Met1 routing:
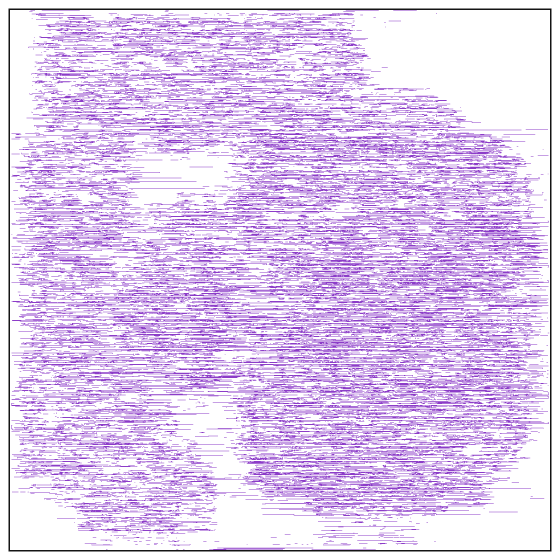
Cell density map:
39 x 39 tiles, from white (low) to dark blue (high), 0 to 100% covered.
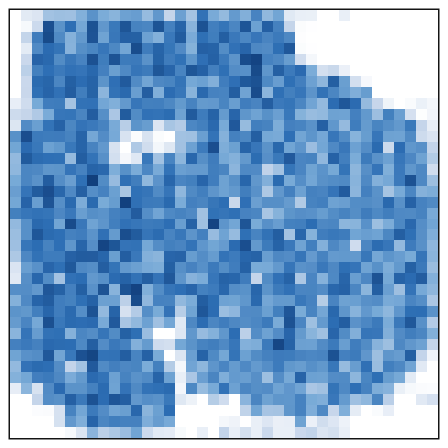
Sequential cells colored by netlist name:
Other sequential cells in the stronger gray, the rest of the logic in the fainter gray.
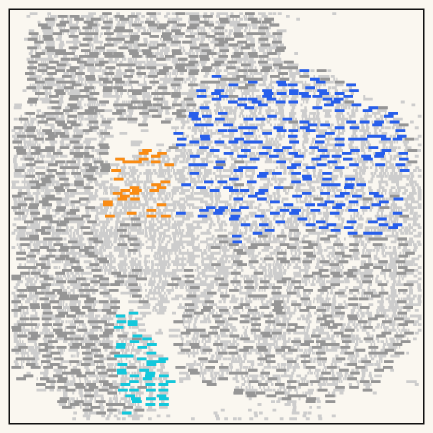
--- src/rtl/alu_rs.sv ---
// Reservation station for the integer ALU: buffers dispatched ops until both
// operands are captured from the CDBs, then issues one ready entry per cycle.
module alu_rs #(
  parameter int DEPTH = 8,
  parameter int OP_W  = 6,
  parameter int TAG_W = 4
) (
  input  logic             clk,
  input  logic             rst,
  input  logic             rdy,
  input  logic             clr,
  // Dispatch handshake: in_valid is taken on an edge with rdy=1, clr=0 and
  // out_full=0; the dispatcher must keep in_valid low while out_full is high.
  input  logic             in_valid,
  input  logic [OP_W-1:0]  in_op,
  input  logic [31:0]      in_v1,
  input  logic [31:0]      in_v2,
  input  logic [TAG_W-1:0] in_q1,
  input  logic [TAG_W-1:0] in_q2,
  input  logic [31:0]      in_imm,
  input  logic [31:0]      in_pc,
  input  logic [TAG_W-1:0] in_rob_tag,
  output logic             out_full,
  input  logic [TAG_W-1:0] cdb_alu_tag,
  input  logic [31:0]      cdb_alu_value,
  input  logic [TAG_W-1:0] cdb_lsb_tag,
  input  logic [31:0]      cdb_lsb_value,
  output logic [OP_W-1:0]  out_op,
  output logic [31:0]      out_value1,
  output logic [31:0]      out_value2,
  output logic [31:0]      out_imm,
  output logic [31:0]      out_pc,
  output logic [TAG_W-1:0] out_rob_tag
);
  localparam int IDX_W = $clog2(DEPTH);

  logic [DEPTH-1:0] busy_q, busy_d;
  logic [OP_W-1:0]  op_q  [DEPTH], op_d  [DEPTH];
  logic [31:0]      v1_q  [DEPTH], v1_d  [DEPTH];
  logic [31:0]      v2_q  [DEPTH], v2_d  [DEPTH];
  logic [TAG_W-1:0] q1_q  [DEPTH], q1_d  [DEPTH];
  logic [TAG_W-1:0] q2_q  [DEPTH], q2_d  [DEPTH];
  logic [31:0]      imm_q [DEPTH], imm_d [DEPTH];
  logic [31:0]      pc_q  [DEPTH], pc_d  [DEPTH];
  logic [TAG_W-1:0] rob_q [DEPTH], rob_d [DEPTH];

  logic [OP_W-1:0]  out_op_q, out_op_d;
  logic [31:0]      out_v1_q, out_v1_d;
  logic [31:0]      out_v2_q, out_v2_d;
  logic [31:0]      out_imm_q, out_imm_d;
  logic [31:0]      out_pc_q, out_pc_d;
  logic [TAG_W-1:0] out_rob_q, out_rob_d;

  logic [DEPTH-1:0] ready;
  logic             iss_hit, free_hit;
  logic [IDX_W-1:0] iss_idx, free_idx;

  // Operand capture from the CDBs; the ALU bus wins when both tags match.
  function automatic logic [TAG_W+31:0] capture(input logic [TAG_W-1:0] q,
                                                 input logic [31:0]      v);
    logic [TAG_W+31:0] r;
    r = {q, v};
    if (q != '0 && q == cdb_alu_tag)      r = {{TAG_W{1'b0}}, cdb_alu_value};
    else if (q != '0 && q == cdb_lsb_tag) r = {{TAG_W{1'b0}}, cdb_lsb_value};
    return r;
  endfunction

  assign out_full = &busy_q;

  always_comb begin
    ready = '0;
    for (int i = 0; i < DEPTH; i++)
      ready[i] = busy_q[i] && (q1_q[i] == '0) && (q2_q[i] == '0);
  end

  // Priority pickers scan downward so the lowest index wins.
  always_comb begin
    iss_hit  = 1'b0;
    iss_idx  = '0;
    free_hit = 1'b0;
    free_idx = '0;
    for (int i = DEPTH - 1; i >= 0; i--) begin
      if (ready[i]) begin
        iss_hit = 1'b1;
        iss_idx = IDX_W'(i);
      end
      if (!busy_q[i]) begin
        free_hit = 1'b1;
        free_idx = IDX_W'(i);
      end
    end
  end

  always_comb begin
    busy_d = busy_q;
    for (int i = 0; i < DEPTH; i++) begin
      op_d[i]  = op_q[i];
      v1_d[i]  = v1_q[i];
      v2_d[i]  = v2_q[i];
      q1_d[i]  = q1_q[i];
      q2_d[i]  = q2_q[i];
      imm_d[i] = imm_q[i];
      pc_d[i]  = pc_q[i];
      rob_d[i] = rob_q[i];
    end
    out_op_d  = '0;
    out_v1_d  = '0;
    out_v2_d  = '0;
    out_imm_d = '0;
    out_pc_d  = '0;
    out_rob_d = '0;

    if (clr) begin
      busy_d = '0;
    end else begin
      for (int i = 0; i < DEPTH; i++) begin
        if (busy_q[i]) begin
          {q1_d[i], v1_d[i]} = capture(q1_q[i], v1_q[i]);
          {q2_d[i], v2_d[i]} = capture(q2_q[i], v2_q[i]);
        end
      end

      if (iss_hit) begin
        busy_d[iss_idx] = 1'b0;
        out_op_d  = op_q[iss_idx];
        out_v1_d  = v1_q[iss_idx];
        out_v2_d  = v2_q[iss_idx];
        out_imm_d = imm_q[iss_idx];
        out_pc_d  = pc_q[iss_idx];
        out_rob_d = rob_q[iss_idx];
      end

      // The free slot comes from start-of-cycle state, so a slot vacated by
      // this edge's issue is never the dispatch target.
      if (in_valid && free_hit) begin
        busy_d[free_idx] = 1'b1;
        op_d[free_idx]   = in_op;
        imm_d[free_idx]  = in_imm;
        pc_d[free_idx]   = in_pc;
        rob_d[free_idx]  = in_rob_tag;
        {q1_d[free_idx], v1_d[free_idx]} = capture(in_q1, in_v1);
        {q2_d[free_idx], v2_d[free_idx]} = capture(in_q2, in_v2);
      end
    end
  end

  always_ff @(posedge clk or negedge rst) begin
    if (!rst) begin
      busy_q <= '0;
      for (int i = 0; i < DEPTH; i++) begin
        op_q[i]  <= '0;
        v1_q[i]  <= '0;
        v2_q[i]  <= '0;
        q1_q[i]  <= '0;
        q2_q[i]  <= '0;
        imm_q[i] <= '0;
        pc_q[i]  <= '0;
        rob_q[i] <= '0;
      end
      out_op_q  <= '0;
      out_v1_q  <= '0;
      out_v2_q  <= '0;
      out_imm_q <= '0;
      out_pc_q  <= '0;
      out_rob_q <= '0;
    end else if (rdy) begin
      busy_q <= busy_d;
      for (int i = 0; i < DEPTH; i++) begin
        op_q[i]  <= op_d[i];
        v1_q[i]  <= v1_d[i];
        v2_q[i]  <= v2_d[i];
        q1_q[i]  <= q1_d[i];
        q2_q[i]  <= q2_d[i];
        imm_q[i] <= imm_d[i];
        pc_q[i]  <= pc_d[i];
        rob_q[i] <= rob_d[i];
      end
      out_op_q  <= out_op_d;
      out_v1_q  <= out_v1_d;
      out_v2_q  <= out_v2_d;
      out_imm_q <= out_imm_d;
      out_pc_q  <= out_pc_d;
      out_rob_q <= out_rob_d;
    end
  end

  assign out_op      = out_op_q;
  assign out_value1  = out_v1_q;
  assign out_value2  = out_v2_q;
  assign out_imm     = out_imm_q;
  assign out_pc      = out_pc_q;
  assign out_rob_tag = out_rob_q;

endmodule
--- config.mk ---
export PLATFORM = sky130hd
export DESIGN_NAME = alu_rs
export DESIGN_NICKNAME = d
export VERILOG_FILES = /design/src/rtl/alu_rs.sv
export SDC_FILE = /design/constraint.sdc
export NUM_CORES = 2
export LEC_CHECK = 0
export CAP_MARGIN = 20
export CORE_UTILIZATION = 45
export CTS_CLUSTER_SIZE = 12
export DETAILED_ROUTE_END_ITERATION = 16
export PLACE_DENSITY = 0.63
export SYNTH_ARGS = -nofsm -noshare
export SYNTH_HDL_FRONTEND = slang
export SYNTH_SLANG_ARGS = --single-unit
export TNS_END_PERCENT = 10
--- constraint.sdc ---
create_clock -name clk -period 2.85 [get_ports clk]
set_input_delay 0.285 -clock clk [delete_from_list [all_inputs] [get_ports clk]]
set_output_delay 0.285 -clock clk [all_outputs]
set_load 0.01 [all_outputs]
==> impl_metrics.env <==
# source this file to load flow results
export IMPL_status="complete, no violations"
export IMPL_power_net_switching_mw=15.18
export IMPL_grt_setup_unrepaired="true"
export IMPL_stage_log_warnings=38
export IMPL_top_power_group="sequential cells"
export IMPL_share_seq_of_total_power_pct=44.0
export IMPL_route_final_wire_length_mm=289.9
export IMPL_critical_path_slowest_cell="sky130_fd_sc_hd__dfrtp_2"
export IMPL_h_tree_depth=4
export IMPL_clk_power_mw=19.4
export IMPL_global_route_peak_usage_layer="met2"
export IMPL_cp_data_arrival_time_ns=3.54
export IMPL_cts_clk_slew_worst_paths_ns=0.06
export IMPL_r2r_cells=11
export IMPL_netlist_top_cell_by_area="sky130_fd_sc_hd__dfrtp_1"
export IMPL_edf_count=0
export IMPL_ys_top_logic_family="AND-OR/OR-AND gates"
export IMPL_portBuffers=361
export IMPL_detailedPlacementHpwl_mm=173.2
export IMPL_power_combinational_fraction_pct=17.9
export IMPL_drive_above_1_share_pct=19.99
export IMPL_die_size_x_microns=393.7
export IMPL_mux_share_pct=5.827
export IMPL_dr_pass1_iters=8
export IMPL_p_comb_mw=9.12
export IMPL_yosys_stat_chipArea_sq_um=69050
export IMPL_worstHoldPathType="input pin to asynchronous set/reset pin"
export IMPL_post_place_ws_ns=-0.2600
export IMPL_tapCellCount=2030
export IMPL_final_layout_top_logic_cell="sky130_fd_sc_hd__dfrtp_1"
export IMPL_n_fill_cell=13190
export IMPL_fmaxAchievable_ghz=0.3514
export IMPL_num_antenna_cells=8
export IMPL_post_synth_fa_ha_maj_area_fraction_pct=0
export IMPL_worstPathMaxFanout=9
export IMPL_max_cap_viol_count=0
export IMPL_drc_errors=0
export IMPL_viasPerCell=6.770
export IMPL_netlist_top_cell_by_instances="sky130_fd_sc_hd__dfrtp_1"
export IMPL_placed_area_sq_um=79050
export IMPL_netSwitchingFraction_pct=29.76
export IMPL_layout_buffer_nonclock_area_share_pct=12.88
export IMPL_ys_top_cells_by_count="1,314 x sky130_fd_sc_hd__dfrtp_1, 1,133 x sky130_fd_sc_hd__nand2_1, 511 x sky130_fd_sc_hd__o22ai_1"
export IMPL_post_synth_instance_area_sq_um=69050
export IMPL_yosysWarningCount=0
export IMPL_yosysUniqueCellTypes=73
export IMPL_yosys_register_bits=1314
export IMPL_critical_path_n_buffers_inverters=4
export IMPL_post_synthesis_sequential_area_ratio_pct=47.62
export IMPL_wl_on_met1_mm=109.8
export IMPL_flow_area_growth_from_synthesis_pct=22.67
export IMPL_grt_overflow_total=0
export IMPL_critical_path_max_stage_delay_ns=0.45
export IMPL_setup_fix_buffers_added_after_clock_tree_synthesis=0
export IMPL_finalWorstPathRequiredPeriod_ns=2.846
export IMPL_placed_cells_incl_taps=9212
export IMPL_syn_mean_instance_area_sq_um=9.792
export IMPL_worst_r2r_endpoint="out_value1[16]$_DFFE_PN0P_"
export IMPL_cpLargestDelayFamily="simple AND/OR/NAND/NOR gates"
export IMPL_routedWlPerCell_microns=30.47
export IMPL_gp_congestion=0.9473
export IMPL_end_kind="flip-flop"
export IMPL_cts_inserted_buffers=147
export IMPL_non_clock_inverter_count=30
export IMPL_post_synth_xor_area_fraction_pct=1.814
export IMPL_layout_sequential_cells=1314
export IMPL_cts_tree="built"
export IMPL_post_synth_ao_oa_area_fraction_pct=26.53
export IMPL_worstSetupEndpoint="out_value1[16]$_DFFE_PN0P_"
export IMPL_totalNegativeSetupSlack_ns=0
## Picture notes: 'met1 routing'
- share of all routed wire: 38%
- nets with wire on the layer: 7,032

## Picture notes: 'cell density map'
- tiles over 75% full: 15%
- fullest tile: 94%
- mean over tiles: 53%
- emptiest ninth of the die: north-east
- nearly empty tiles: 9.9%

## Picture notes: 'sequential cells colored by netlist name'
- v2_q: blue (flops 256)
- op_q: cyan (flops 48)
- q2_q: orange (flops 32)
- not colored: 978
post-route core utilization: 55.70%
flip-flop and latch area: 32,890 sq um
sequential portion of the cell area: 38.83%
sequential cell power: 22.4 mW

Power and IR drop assume default switching activity.
